**src/rtl/muldiv_sequencer_if.sv**
```systemverilog
// ============================================================================
// Module  : muldiv_sequencer_if
// Brief   : Request/response bundle between a pipeline and muldiv_sequencer.
// Rev     : 1.0  initial release
// ============================================================================
`default_nettype none

interface muldiv_sequencer_if #(
  parameter int WIDTH = 32
);
  logic             start_i;
  logic [2:0]       funct3_i;
  logic [WIDTH-1:0] src_a_i;
  logic [WIDTH-1:0] src_b_i;
  logic             flush_i;
  logic             busy_o;
  logic             done_o;
  logic [WIDTH-1:0] result_o;

  modport master (
    output start_i, funct3_i, src_a_i, src_b_i, flush_i,
    input  busy_o, done_o, result_o
  );

  modport slave (
    input  start_i, funct3_i, src_a_i, src_b_i, flush_i,
    output busy_o, done_o, result_o
  );
endinterface

`default_nettype wire

```
**src/rtl/muldiv_sequencer.sv**
```systemverilog
// ============================================================================
// Module  : muldiv_sequencer
// Brief   : Fixed-latency iterative RV32M multiply/divide unit.
// Rev     : 1.0  initial release
// ============================================================================
`default_nettype none

module muldiv_sequencer #(
  parameter int WIDTH = 32
) (
  input  logic              clk_i,
  input  logic              rst_n_i,
  muldiv_sequencer_if.slave bus
);

  localparam int               CW       = (WIDTH > 1) ? $clog2(WIDTH) : 1;
  localparam logic [CW-1:0]    LAST     = CW'(WIDTH - 1);
  localparam logic [WIDTH-1:0] MOST_NEG = {1'b1, {(WIDTH-1){1'b0}}};

  localparam logic [2:0] F_MUL    = 3'b000;
  localparam logic [2:0] F_MULH   = 3'b001;
  localparam logic [2:0] F_MULHSU = 3'b010;
  localparam logic [2:0] F_MULHU  = 3'b011;
  localparam logic [2:0] F_DIV    = 3'b100;
  localparam logic [2:0] F_DIVU   = 3'b101;
  localparam logic [2:0] F_REM    = 3'b110;
  localparam logic [2:0] F_REMU   = 3'b111;

  typedef enum logic [2:0] {
    IDLE = 3'd0,
    PREP = 3'd1,
    CALC = 3'd2,
    FIX  = 3'd3,
    DONE = 3'd4
  } state_t;

  state_t           state;
  logic [2:0]       op;
  logic [WIDTH-1:0] a_lat;
  logic [WIDTH-1:0] b_lat;
  logic [WIDTH-1:0] opnd;
  logic [WIDTH-1:0] acc;
  logic [WIDTH-1:0] lo;
  logic [CW-1:0]    count;
  logic             res_neg;
  logic             rem_neg;

  logic             is_mul;
  logic             a_neg;
  logic             b_neg;
  logic [WIDTH-1:0] a_abs;
  logic [WIDTH-1:0] b_abs;
  logic [WIDTH:0]   mul_sum;
  logic [WIDTH:0]   div_diff;
  logic             div_ok;
  logic [2*WIDTH-1:0] prod_fix;
  logic [WIDTH-1:0] quo_fix;
  logic [WIDTH-1:0] rem_fix;
  logic             div_zero;
  logic             sovf;
  logic [WIDTH-1:0] fix_result;

  assign is_mul = ~op[2];
  assign a_neg  = a_lat[WIDTH-1] &
                  ((op == F_MULH) || (op == F_MULHSU) || (op == F_DIV) || (op == F_REM));
  assign b_neg  = b_lat[WIDTH-1] & ((op == F_MULH) || (op == F_DIV) || (op == F_REM));
  assign a_abs  = a_neg ? -a_lat : a_lat;
  assign b_abs  = b_neg ? -b_lat : b_lat;

  // acc:lo is the product (hi:lo) when multiplying, remainder:quotient when dividing
  assign mul_sum  = {1'b0, acc} + (lo[0] ? {1'b0, opnd} : '0);
  assign div_diff = {acc, lo[WIDTH-1]} - {1'b0, opnd};
  assign div_ok   = ~div_diff[WIDTH];

  assign prod_fix = res_neg ? -{acc, lo} : {acc, lo};
  assign quo_fix  = res_neg ? -lo : lo;
  assign rem_fix  = rem_neg ? -acc : acc;
  assign div_zero = (b_lat == '0);
  assign sovf     = (a_lat == MOST_NEG) && (b_lat == '1);

  always_comb begin
    fix_result = prod_fix[WIDTH-1:0];
    case (op)
      F_MUL:                     fix_result = prod_fix[WIDTH-1:0];
      F_MULH, F_MULHSU, F_MULHU: fix_result = prod_fix[2*WIDTH-1:WIDTH];
      F_DIV:  fix_result = div_zero ? '1 : (sovf ? a_lat : quo_fix);
      F_DIVU: fix_result = div_zero ? '1 : lo;
      F_REM:  fix_result = div_zero ? a_lat : (sovf ? '0 : rem_fix);
      F_REMU: fix_result = div_zero ? a_lat : acc;
      default: fix_result = prod_fix[WIDTH-1:0];
    endcase
  end

  always_ff @(posedge clk_i or negedge rst_n_i) begin
    if (!rst_n_i) begin
      state        <= IDLE;
      op           <= '0;
      a_lat        <= '0;
      b_lat        <= '0;
      opnd         <= '0;
      acc          <= '0;
      lo           <= '0;
      count        <= '0;
      res_neg      <= 1'b0;
      rem_neg      <= 1'b0;
      bus.busy_o   <= 1'b0;
      bus.done_o   <= 1'b0;
      bus.result_o <= '0;
    end else begin
      bus.done_o <= 1'b0;
      if (bus.flush_i && (state != IDLE)) begin
        state      <= IDLE;
        bus.busy_o <= 1'b0;
      end else begin
        case (state)
          IDLE: begin
            if (bus.start_i && !bus.flush_i) begin
              op         <= bus.funct3_i;
              a_lat      <= bus.src_a_i;
              b_lat      <= bus.src_b_i;
              bus.busy_o <= 1'b1;
              state      <= PREP;
            end
          end
          PREP: begin
            res_neg <= a_neg ^ b_neg;
            rem_neg <= a_neg;
            acc     <= '0;
            lo      <= is_mul ? b_abs : a_abs;
            opnd    <= is_mul ? a_abs : b_abs;
            count   <= '0;
            state   <= CALC;
          end
          CALC: begin
            if (is_mul) begin
              acc <= mul_sum[WIDTH:1];
              lo  <= {mul_sum[0], lo[WIDTH-1:1]};
            end else begin
              acc <= div_ok ? div_diff[WIDTH-1:0] : {acc[WIDTH-2:0], lo[WIDTH-1]};
              lo  <= {lo[WIDTH-2:0], div_ok};
            end
            count <= count + CW'(1);
            if (count == LAST) begin
              state <= FIX;
            end
          end
          FIX: begin
            bus.result_o <= fix_result;
            bus.busy_o   <= 1'b0;
            bus.done_o   <= 1'b1;
            state        <= DONE;
          end
          DONE: begin
            state <= IDLE;
          end
          default: begin
            state <= IDLE;
          end
        endcase
      end
    end
  end

endmodule

`default_nettype wire

```
**src/flat_wrapper.sv**
```systemverilog
// flat-port wrapper written by rule: the top's interface ports become plain ports
module muldiv_sequencer_flat 
#(
  parameter int WIDTH = 32
)
  (clk_i, rst_n_i, bus_start_i, bus_funct3_i, bus_src_a_i, bus_src_b_i, bus_flush_i, bus_busy_o, bus_done_o, bus_result_o);
  muldiv_sequencer_if #(.WIDTH(WIDTH)) bus_i ();
  input  logic clk_i;
  input  logic rst_n_i;
  input wire logic [$bits(bus_i.start_i)-1:0] bus_start_i;
  input wire logic [$bits(bus_i.funct3_i)-1:0] bus_funct3_i;
  input wire logic [$bits(bus_i.src_a_i)-1:0] bus_src_a_i;
  input wire logic [$bits(bus_i.src_b_i)-1:0] bus_src_b_i;
  input wire logic [$bits(bus_i.flush_i)-1:0] bus_flush_i;
  output wire logic [$bits(bus_i.busy_o)-1:0] bus_busy_o;
  output wire logic [$bits(bus_i.done_o)-1:0] bus_done_o;
  output wire logic [$bits(bus_i.result_o)-1:0] bus_result_o;
  assign bus_i.start_i = bus_start_i;
  assign bus_i.funct3_i = bus_funct3_i;
  assign bus_i.src_a_i = bus_src_a_i;
  assign bus_i.src_b_i = bus_src_b_i;
  assign bus_i.flush_i = bus_flush_i;
  assign bus_busy_o = bus_i.busy_o;
  assign bus_done_o = bus_i.done_o;
  assign bus_result_o = bus_i.result_o;
  muldiv_sequencer #(.WIDTH(WIDTH)) u_core (.clk_i(clk_i), .rst_n_i(rst_n_i), .bus(bus_i));
endmodule
```
**config.mk**
```make
export PLATFORM = sky130hd
export DESIGN_NAME = muldiv_sequencer_flat
export DESIGN_NICKNAME = d
export VERILOG_FILES = /design/src/rtl/muldiv_sequencer_if.sv /design/src/rtl/muldiv_sequencer.sv /design/src/flat_wrapper.sv
export SDC_FILE = /design/constraint.sdc
export NUM_CORES = 1
export LEC_CHECK = 0
export CAP_MARGIN = 20
export CORE_MARGIN = 1.5
export CORE_UTILIZATION = 50
export DETAILED_ROUTE_END_ITERATION = 10
export PLACE_DENSITY = 0.7
export SETUP_SLACK_MARGIN = 0.05
export SKIP_LAST_GASP = 1
export SLEW_MARGIN = 20
export SYNTH_ARGS = -nofsm -noshare
export SYNTH_HDL_FRONTEND = slang
export SYNTH_SLANG_ARGS = --single-unit
```
**constraint.sdc**
```tcl
create_clock -name clk_i -period 5.8 [get_ports clk_i]
set_input_delay 1.16 -clock clk_i [delete_from_list [all_inputs] [get_ports clk_i]]
set_output_delay 1.16 -clock clk_i [all_outputs]
set_load 0.05 [all_outputs]
```
==> flow_summary.yaml <==
# implementation run metrics
route:
  post_drt_wl_per_cell_um: 24.0
  met1_length_mm: 28.3
  post_drt_via_cell_ratio: 6.56
synth:
  synthesis.nets: 2411
  ys_sh_simple_pct: 17.1
  async_flop_share_pct: 100
  ys_area_um2: 18000
  top_area_cell: "dfrtp_1"
  topCombFamilyByArea: "AND-OR/OR-AND gates"
  ys_ff: 207
  synth-seq-area-share_pct: 28.9
  syn_area_per_cell_um2: 7.92
  synthAdderAreaFrac_pct: 5.17
  yosys-stat-cells: 2267
setup_path:
  crit_path_max_fanout: 16
  crit_buf_inv: 0
  path_delay_family: "simple AND/OR/NAND/NOR gates"
  cp_slowest_cell: "nor4_1"
  startpoint: "u_core.a_lat[2]$_DFFE_PN0P_"
  crit_cells: 9
  rr_worst_depth: 9
  cp_data_arrival_time_ps: 4990
  cp-end-kind: "register"
  crit_chain: "or4_1 -> nor4_1 -> nand4_1 -> or2_2 -> nand2_1 -> o22ai_1 -> a221oi_1 -> o21ai_0 -> a22o_1"
floorplan:
  fp_util_pct: 50.6
  ios: 105
  nWellTaps: 461
  core_area_um2: 35500
  fp.dieW_um: 192
final_layout:
  lay_top_cells: "253 x nand2_1, 231 x o21ai_0, 205 x dfrtp_1"
  nets: 2412
  inv_count: 85
  buffer_area_share_pct: 6.77
  area.share.combinational_pct: 58.8
  nMultiInputCombCells: 1805
  clock_area_share_pct: 4.26
  synthToLayoutAreaGrowth_pct: 12.2
  logic_area_um2: 11800
  drive_gt1_share_pct: 8.05
  seqCellArea_um2: 5180
  nFlopsAndLatches: 207
  design_area_um2: 20100
clocking:
  cts-root-buf: "clkbuf_16"
  cts-resized-gates: 0
  cts_tree: "yes"
  cts_made_buffers: 26
hold_path:
  hold_end: "u_core.opnd[19]$_DFFE_PN0P_"
  min-delay-start: "u_core.opnd[19]$_DFFE_PN0P_"
  holdCritPathClass: "register to register"
power_and_ir_drop:
  internal_power_mw: 5.86
  switchingPower_mw: 6.33
  p_clk_mw: 1.67
  p_sw_share_pct: 51.9
  maxPowerGroup: "combinational cells"
  power_density_nw_per_um2: 605
  ir_drop_uv: 398
  p_leak_nw: 8.41
placed_design:
  post-place-ws_ps: 1380
  place_congestion: 1.00
final_timing:
  whs_ps: 482
  clock.fmax_ghz: 0.220
  fin_tns_setup_ps: 0
  fin_ws_ps: 1250
  slew_headroom_pct: 33.5
  worst_slew_pin_slew_ps: 997
  rsz0062_at_grt: "false"
  fin_crit_ps: 4550
  drv_slew: 0
global_route:
  grt_pass1_vias: 17164
  grt_usage_pct: 35.7
  busiest_layer: "met2"
  grt_util_met1_pct: 48.9
status:
  outcome: "completed"
flow_run:
  drv_cap: 0
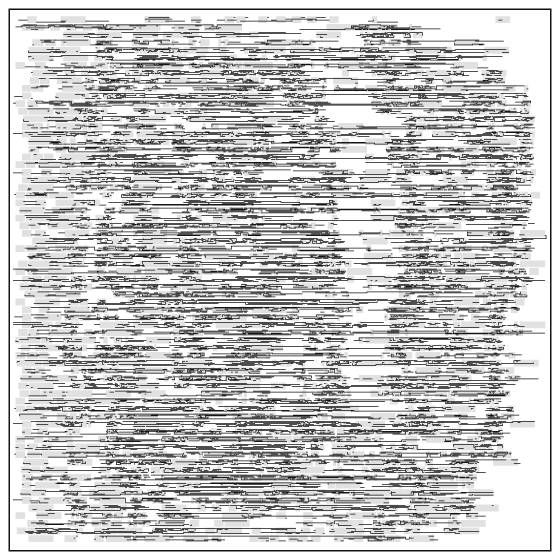
**Above:** signal wires on met1.
wire length on this layer = 28.3 mm
main direction = horizontal
longest straight run = 79.1 µm
nets with wire on the layer = 2253
share of all routed wire = 43%
DRT Wirelength: 65.9 mm
Via Count: 18022

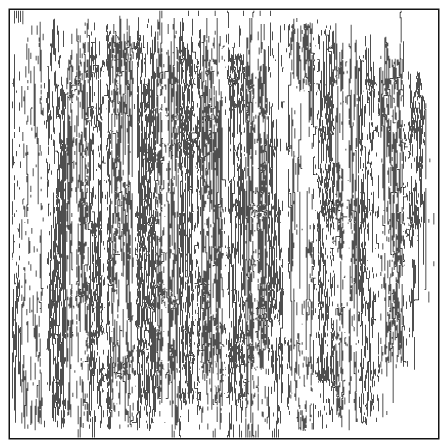
**Above:** signal wires on met2.
main direction = vertical
longest straight run = 138 µm
wire length on this layer = 28.8 mm
share of all routed wire = 44%
nets with wire on the layer = 1918
met2 GRT Util: 54.4%

